Figure 1. Register map, names as in the netlist.
Bar = 20 µm.
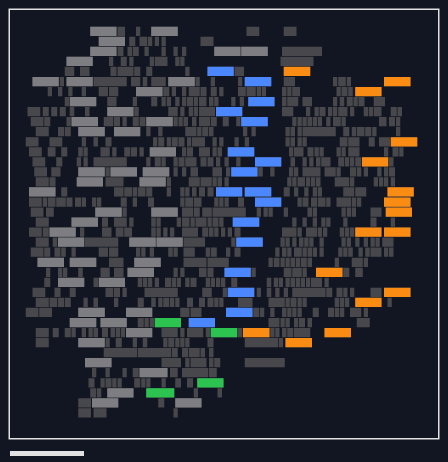
Figure 2. Wires at chosen ports, followed through buffers.
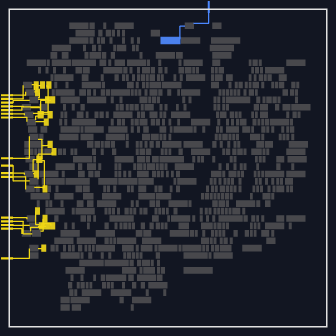
### src/rtl/uart_baud_pkg.sv
// rtl/uart_baud_pkg.sv - shared defaults and helpers for the fractional baud generator
// Holds default widths, the after-reset divisor and the smallest legal integer divisor.
package uart_baud_pkg;

  localparam int CNT_W_DEF      = 16;
  localparam int FRAC_W_DEF     = 4;
  localparam int OVERSAMPLE_DEF = 16;
  localparam int DEF_DIV_INT    = 325;
  localparam int DEF_DIV_FRAC   = 8;
  localparam int MIN_DIV        = 2;

  // Width of the oversample counter; keeps at least one bit when OVERSAMPLE is 1.
  function automatic int os_cnt_width(input int os);
    return (os > 1) ? $clog2(os) : 1;
  endfunction

endpackage

### src/rtl/uart_baud_gen_frac_if.sv
// rtl/uart_baud_gen_frac_if.sv - divisor reload handshake between host and baud generator
// Signals:
//   cfg_valid  host offers a new divisor
//   cfg_ready  generator can accept a divisor
//   cfg_int    new integer divisor (legal >= 2)
//   cfg_frac   new fractional divisor
//   cfg_err    1-cycle pulse: offered cfg_int was below 2 and was rejected
interface uart_baud_gen_frac_if #(
  parameter int CNT_W  = uart_baud_pkg::CNT_W_DEF,
  parameter int FRAC_W = uart_baud_pkg::FRAC_W_DEF
) ();

  logic              cfg_valid;
  logic              cfg_ready;
  logic [CNT_W-1:0]  cfg_int;
  logic [FRAC_W-1:0] cfg_frac;
  logic              cfg_err;

  modport master (output cfg_valid, cfg_int, cfg_frac, input cfg_ready, cfg_err);
  modport slave  (input cfg_valid, cfg_int, cfg_frac, output cfg_ready, cfg_err);

endinterface

### src/rtl/uart_frac_div.sv
// rtl/uart_frac_div.sv - fractional clock divider: cycle counter, phase accumulator, period
// Ports:
//   clk_i, reset_i   clock, synchronous active-high reset
//   en_i             count enable; when low everything holds
//   restart_i        restart the interval from zero with period restart_int_i, acc cleared
//   restart_int_i    integer period used on restart
//   div_int_i        active integer divisor
//   div_frac_i       active fractional divisor
//   wrap_o           combinational: this cycle ends an interval
module uart_frac_div
  import uart_baud_pkg::*;
#(
  parameter int CNT_W       = CNT_W_DEF,
  parameter int FRAC_W      = FRAC_W_DEF,
  parameter int DEF_DIV_INT = uart_baud_pkg::DEF_DIV_INT
) (
  input  logic              clk_i,
  input  logic              reset_i,
  input  logic              en_i,
  input  logic              restart_i,
  input  logic [CNT_W-1:0]  restart_int_i,
  input  logic [CNT_W-1:0]  div_int_i,
  input  logic [FRAC_W-1:0] div_frac_i,
  output logic              wrap_o
);

  logic [CNT_W-1:0]  cnt_q, cnt_d;
  logic [FRAC_W-1:0] acc_q, acc_d;
  logic [CNT_W:0]    period_q, period_d;
  logic [FRAC_W:0]   acc_sum;

  // Carry out of the accumulator stretches the next interval by one clock.
  // period is one bit wider so div_int = 2^CNT_W-1 plus carry still fits.
  assign acc_sum = {1'b0, acc_q} + {1'b0, div_frac_i};
  assign wrap_o  = en_i && ({1'b0, cnt_q} == (period_q - (CNT_W+1)'(1)));

  always_comb begin
    cnt_d    = cnt_q;
    acc_d    = acc_q;
    period_d = period_q;
    if (restart_i) begin
      cnt_d    = '0;
      acc_d    = '0;
      period_d = {1'b0, restart_int_i};
    end else if (wrap_o) begin
      cnt_d    = '0;
      acc_d    = acc_sum[FRAC_W-1:0];
      period_d = {1'b0, div_int_i} + {{CNT_W{1'b0}}, acc_sum[FRAC_W]};
    end else if (en_i) begin
      cnt_d = cnt_q + CNT_W'(1);
    end
  end

  always_ff @(posedge clk_i) begin
    if (reset_i) begin
      cnt_q    <= '0;
      acc_q    <= '0;
      period_q <= (CNT_W+1)'(DEF_DIV_INT);
    end else begin
      cnt_q    <= cnt_d;
      acc_q    <= acc_d;
      period_q <= period_d;
    end
  end

endmodule

### src/rtl/uart_baud_gen_frac.sv
// rtl/uart_baud_gen_frac.sv - runtime-programmable fractional baud generator (os_tick, baud_tick)
// Ports:
//   clk_i, reset_i   clock, synchronous active-high reset
//   en_i             1 = run, 0 = freeze counters and suppress ticks
//   resync_i         1-cycle pulse: restart oversample and baud phase
//   cfg              divisor reload handshake (slave side)
//   os_tick_o        registered pulse per oversample period
//   baud_tick_o      registered pulse per baud period, coincident with an os_tick
module uart_baud_gen_frac
  import uart_baud_pkg::*;
#(
  parameter int CNT_W        = CNT_W_DEF,
  parameter int FRAC_W       = FRAC_W_DEF,
  parameter int OVERSAMPLE   = OVERSAMPLE_DEF,
  parameter int DEF_DIV_INT  = uart_baud_pkg::DEF_DIV_INT,
  parameter int DEF_DIV_FRAC = uart_baud_pkg::DEF_DIV_FRAC
) (
  input  logic                 clk_i,
  input  logic                 reset_i,
  input  logic                 en_i,
  input  logic                 resync_i,
  uart_baud_gen_frac_if.slave  cfg,
  output logic                 os_tick_o,
  output logic                 baud_tick_o
);

  localparam int              OS_W    = os_cnt_width(OVERSAMPLE);
  localparam logic [OS_W-1:0] OS_LAST = OS_W'(OVERSAMPLE - 1);

  logic [CNT_W-1:0]  div_int_q, div_int_d, pend_int_q, pend_int_d;
  logic [FRAC_W-1:0] div_frac_q, div_frac_d, pend_frac_q, pend_frac_d;
  logic              pend_q, pend_d;
  logic              err_q, err_d;
  logic              os_tick_q, os_tick_d, baud_tick_q, baud_tick_d;
  logic [OS_W-1:0]   os_cnt_q, os_cnt_d;
  logic              wrap, tick, accept, apply;

  // A pending divisor lands on an interval boundary; with the divider frozen
  // or being resynced there is no interval in flight, so it lands at once.
  assign accept = cfg.cfg_valid && !pend_q;
  assign apply  = pend_q && (wrap || !en_i || resync_i);
  assign tick   = wrap && !resync_i;

  uart_frac_div #(
    .CNT_W       (CNT_W),
    .FRAC_W      (FRAC_W),
    .DEF_DIV_INT (DEF_DIV_INT)
  ) u_div (
    .clk_i         (clk_i),
    .reset_i       (reset_i),
    .en_i          (en_i),
    .restart_i     (resync_i || apply),
    .restart_int_i (apply ? pend_int_q : div_int_q),
    .div_int_i     (div_int_q),
    .div_frac_i    (div_frac_q),
    .wrap_o        (wrap)
  );

  always_comb begin
    div_int_d   = div_int_q;
    div_frac_d  = div_frac_q;
    pend_int_d  = pend_int_q;
    pend_frac_d = pend_frac_q;
    pend_d      = pend_q;
    err_d       = 1'b0;
    os_tick_d   = tick;
    baud_tick_d = tick && (os_cnt_q == OS_LAST);
    os_cnt_d    = os_cnt_q;

    if (resync_i) begin
      os_cnt_d = '0;
    end else if (tick) begin
      os_cnt_d = (os_cnt_q == OS_LAST) ? '0 : os_cnt_q + OS_W'(1);
    end

    if (apply) begin
      div_int_d  = pend_int_q;
      div_frac_d = pend_frac_q;
      pend_d     = 1'b0;
    end

    // accept and apply never coincide: accept needs the pending slot empty.
    if (accept) begin
      if (cfg.cfg_int < CNT_W'(MIN_DIV)) begin
        err_d = 1'b1;
      end else begin
        pend_d      = 1'b1;
        pend_int_d  = cfg.cfg_int;
        pend_frac_d = cfg.cfg_frac;
      end
    end
  end

  always_ff @(posedge clk_i) begin
    if (reset_i) begin
      div_int_q   <= CNT_W'(DEF_DIV_INT);
      div_frac_q  <= FRAC_W'(DEF_DIV_FRAC);
      pend_int_q  <= '0;
      pend_frac_q <= '0;
      pend_q      <= 1'b0;
      err_q       <= 1'b0;
      os_tick_q   <= 1'b0;
      baud_tick_q <= 1'b0;
      os_cnt_q    <= '0;
    end else begin
      div_int_q   <= div_int_d;
      div_frac_q  <= div_frac_d;
      pend_int_q  <= pend_int_d;
      pend_frac_q <= pend_frac_d;
      pend_q      <= pend_d;
      err_q       <= err_d;
      os_tick_q   <= os_tick_d;
      baud_tick_q <= baud_tick_d;
      os_cnt_q    <= os_cnt_d;
    end
  end

  assign cfg.cfg_ready = !pend_q;
  assign cfg.cfg_err   = err_q;
  assign os_tick_o     = os_tick_q;
  assign baud_tick_o   = baud_tick_q;

endmodule

### src/flat_wrapper.sv
// flat-port wrapper written by rule: the top's interface ports become plain ports
module uart_baud_gen_frac_flat import uart_baud_pkg::*;
#(
  parameter int CNT_W        = CNT_W_DEF,
  parameter int FRAC_W       = FRAC_W_DEF,
  parameter int OVERSAMPLE   = OVERSAMPLE_DEF,
  parameter int DEF_DIV_INT  = uart_baud_pkg::DEF_DIV_INT,
  parameter int DEF_DIV_FRAC = uart_baud_pkg::DEF_DIV_FRAC
)
  (clk_i, reset_i, en_i, resync_i, os_tick_o, baud_tick_o, cfg_cfg_valid, cfg_cfg_int, cfg_cfg_frac, cfg_cfg_ready, cfg_cfg_err);
  uart_baud_gen_frac_if #(.CNT_W(CNT_W), .FRAC_W(FRAC_W)) cfg_i ();
  input  logic clk_i;
  input  logic reset_i;
  input  logic en_i;
  input  logic resync_i;
  output logic os_tick_o;
  output logic baud_tick_o;
  input wire logic [$bits(cfg_i.cfg_valid)-1:0] cfg_cfg_valid;
  input wire logic [$bits(cfg_i.cfg_int)-1:0] cfg_cfg_int;
  input wire logic [$bits(cfg_i.cfg_frac)-1:0] cfg_cfg_frac;
  output wire logic [$bits(cfg_i.cfg_ready)-1:0] cfg_cfg_ready;
  output wire logic [$bits(cfg_i.cfg_err)-1:0] cfg_cfg_err;
  assign cfg_i.cfg_valid = cfg_cfg_valid;
  assign cfg_i.cfg_int = cfg_cfg_int;
  assign cfg_i.cfg_frac = cfg_cfg_frac;
  assign cfg_cfg_ready = cfg_i.cfg_ready;
  assign cfg_cfg_err = cfg_i.cfg_err;
  uart_baud_gen_frac #(.CNT_W(CNT_W), .FRAC_W(FRAC_W), .OVERSAMPLE(OVERSAMPLE), .DEF_DIV_INT(DEF_DIV_INT), .DEF_DIV_FRAC(DEF_DIV_FRAC)) u_core (.clk_i(clk_i), .reset_i(reset_i), .en_i(en_i), .resync_i(resync_i), .cfg(cfg_i), .os_tick_o(os_tick_o), .baud_tick_o(baud_tick_o));
endmodule
### config.mk
export PLATFORM = sky130hd
export DESIGN_NAME = uart_baud_gen_frac_flat
export DESIGN_NICKNAME = d
export VERILOG_FILES = /design/src/rtl/uart_baud_pkg.sv /design/src/rtl/uart_baud_gen_frac_if.sv /design/src/rtl/uart_frac_div.sv /design/src/rtl/uart_baud_gen_frac.sv /design/src/flat_wrapper.sv
export SDC_FILE = /design/constraint.sdc
export NUM_CORES = 1
export LEC_CHECK = 0
export ABC_AREA = 1
export CAP_MARGIN = 20
export CORE_MARGIN = 4
export CORE_UTILIZATION = 40
export CTS_CLUSTER_SIZE = 14
export DETAILED_ROUTE_END_ITERATION = 16
export PLACE_DENSITY = 0.63
export REMOVE_ABC_BUFFERS = 1
export SYNTH_ARGS = -nofsm -noshare
export SYNTH_HDL_FRONTEND = slang
export SYNTH_SLANG_ARGS = --single-unit
### constraint.sdc
create_clock -name clk_i -period 3.2 [get_ports clk_i]
set_input_delay 0.48 -clock clk_i [delete_from_list [all_inputs] [get_ports clk_i]]
set_output_delay 0.48 -clock clk_i [all_outputs]
set_load 0.01 [all_outputs]
==> impl_metrics.ini <==
; synthesis and place-and-route metrics
[worst_setup_path]
worstSetupPathType = reg -> reg
critical-path-top-delay-family = simple AND/OR/NAND/NOR gates
cp.required_ns = 3.44
endpoint_kind = flop
path_common_cell = nand2_1
slowest_stage = fa_1
rrSetupSlack_ns = 0.14
path_max_fanout = 2
path_cells = ha_2 -> inv_1 -> fa_1 -> or2_2 -> nand2_1 -> a21o_1 -> ha_4 -> ha_4 -> nand3_4 -> nor3_4 -> nand2_1 -> nor3_1 -> nand3_1 -> inv_2 -> nand3_1 -> xor2_1 -> nand3_1 -> nand2_1 -> nand2_1 -> nand2_1
max_stage_delay_ns = 0.38

[clock_network]
postCtsHoldBufs = 0
h-tree-depth = 3
ctsResizeCount = 1
clkSlewWorstSetupHoldPaths_ns = 0.06
root_buffer = clkbuf_16
clkLatencyLatePin_ns = 0.35
cts_tree = yes
cts.sinks = 85

[layout]
antenna_cells = 0
area_growth_pct = 17.9
final_area_um2 = 5500
drive_gt1_share_pct = 8.30
final_nets = 765
layout_top_cell = nand2_1
lay_top_cells = 180 x nand2_1, 114 x nor2_1, 83 x dfxtp_1

[synthesis]
top_area_cell = dfxtp_1
ys_cells = 699
postSynthAreaPerCell_um2 = 6.67
postSynthSeqShare_pct = 36.5
ys_ff = 85
ys_top_cells_by_area = dfxtp_1 37%, nand2_1 15%, nor2_1 9.2%
top_area_share_pct = 36.5
yosysWarnings = 0
netlist_area_um2 = 4660

[placed_design]
placed_cells = 859
dpl-instance-area_um2 = 5080
dp_hpwl_um = 8130
place_ws_ns = -0.00502
globalplace.congestion = 0.877

[die]
rows = 39
core_area_um2 = 11400
die_w_um = 116
die_h_um = 116

[power_and_ir_drop]
power_leader = sequential cells
pwr.group.clock_mw = 1.14
ir_drop_mv = 0.301
power_density_nw_per_um2 = 474
seqPwrFrac_pct = 44.3
total_power_mw = 2.60
combPwrFrac_pct = 11.8
seq_power_mw = 1.15
p_int_mw = 1.96
clock_power_share_pct = 43.9
pg_comb_mw = 0.308
power_switching_mw = 0.644
switching_share_pct = 24.7

[detailed_routing]
antenna_left = 0
routed_wl_um = 10800
drt_iter0_markers = 247
drtPass1Iterations = 4
vias_per_cell = 4.85
vias = 4254
remaining_drc_errors = 0

[final_timing]
fin_ws_ns = 0.141
fmax_ghz = 0.327
setup_tns_ns = 0
max_slew_margin_pct = 69.7
hold_viol_final = 0
fin_skew_ns = 0.00459
period_used_pct = 95.6
period_needed_ns = 3.06
drv_slew = 0
holdWs_ns = 0.464

[grt]
grt_usage_pct = 17.5
grt_pass1_wl_um = 18800
grt_pass1_vias = 4089
grt_max_degree = 27
gr-total-overflow = 0

[job]
warnings = 25
drv_cap = 0

[status]
outcome = completed

[worst_hold_path]
min_path_type = reg -> reg
About Figure 1:
`u_core.u_div.period_q`: in blue, flops 17. `u_core.u_div.acc_q`: in green, flops 4, where bottom middle. `u_core.u_div.cnt_q`: in orange, flops 16.
Another 48 sequential cells are not coloured.
final core area utilization: 48.1%
Sequential Area: 1700 µm²
Seq/total area: 31.0%

About Figure 2:
`cfg_cfg_int`: in yellow, direction input, end cells 20, buffers 16, wire 261 µm. `os_tick_o`: in blue, direction output, end cells 1, buffers 1, wire 16.8 µm.
io pins: 29
PortBufs: 28

synthesized netlist by cell type (all sizes together):
master and count:
nand2 184, nor2 123, dfxtp 85, inv 77
nand3 59, o21ai 33, a21oi 24, xor2 23
nand3b 14, nand4 12, clkbuf 11, nor3 11
buf 9, ha 9, xnor2 7, or2 6
nor4 4, and2 3, a21o 1, and3 1
clkinv 1, fa 1, o31ai 1
path summary, 6_finish.rpt:
kind,startpoint,to,cells past startpoint
worst min-delay path,u_core.pend_int_q[3],u_core.pend_int_q[3],2
worst min register to register,u_core.pend_int_q[3],u_core.pend_int_q[3],2
worst max register to register,u_core.u_div.acc_q[0],u_core.u_div.period_q[14],20
worst max-delay path,u_core.u_div.acc_q[0],u_core.u_div.period_q[14],20
sequential cells by signal (all words and copies together) (netlist names):
name / cells
u_core.os_cnt_q: 4
u_core.u_div.acc_q: 4
u_core.pend_q: 1
u_core.pend_int_q: 16
u_core.div_frac_q: 4
u_core.cfg.cfg_err: 1
u_core.baud_tick_o: 1
u_core.pend_frac_q: 4
u_core.u_div.period_q: 17
u_core.os_tick_o: 1
u_core.div_int_q: 16
u_core.u_div.cnt_q: 16
cell families (layout without fill, tap and decap cells):
group | count (synthesis) | count (layout) | synth area share [%]
adders and majority gates | 10 | 10 | 2.85
and+or+nand+nor | 417 | 417 | 39.6
DFF | 85 | 85 | 36.5
buffers and inverters | 98 | 134 | 8.57
xor gates and xnor gates | 30 | 30 | 5.64
AOI/OAI and AO/OA | 59 | 59 | 6.87
layout make-up:
type	count	area, µm²
tap	143	179
multi-input combinational	516	2620
inverter	78	293
clock inverter	3	67.6
fill	1196	5920
timing repair buffer	40	370
sequential	85	1700
clock buffer	13	260
metal layers:
layer  track usage [%]  wire (µm)
met4              7.81        277
met5                 0          0
met3              3.08        399
met1              22.4       5230
met2              28.7       4870
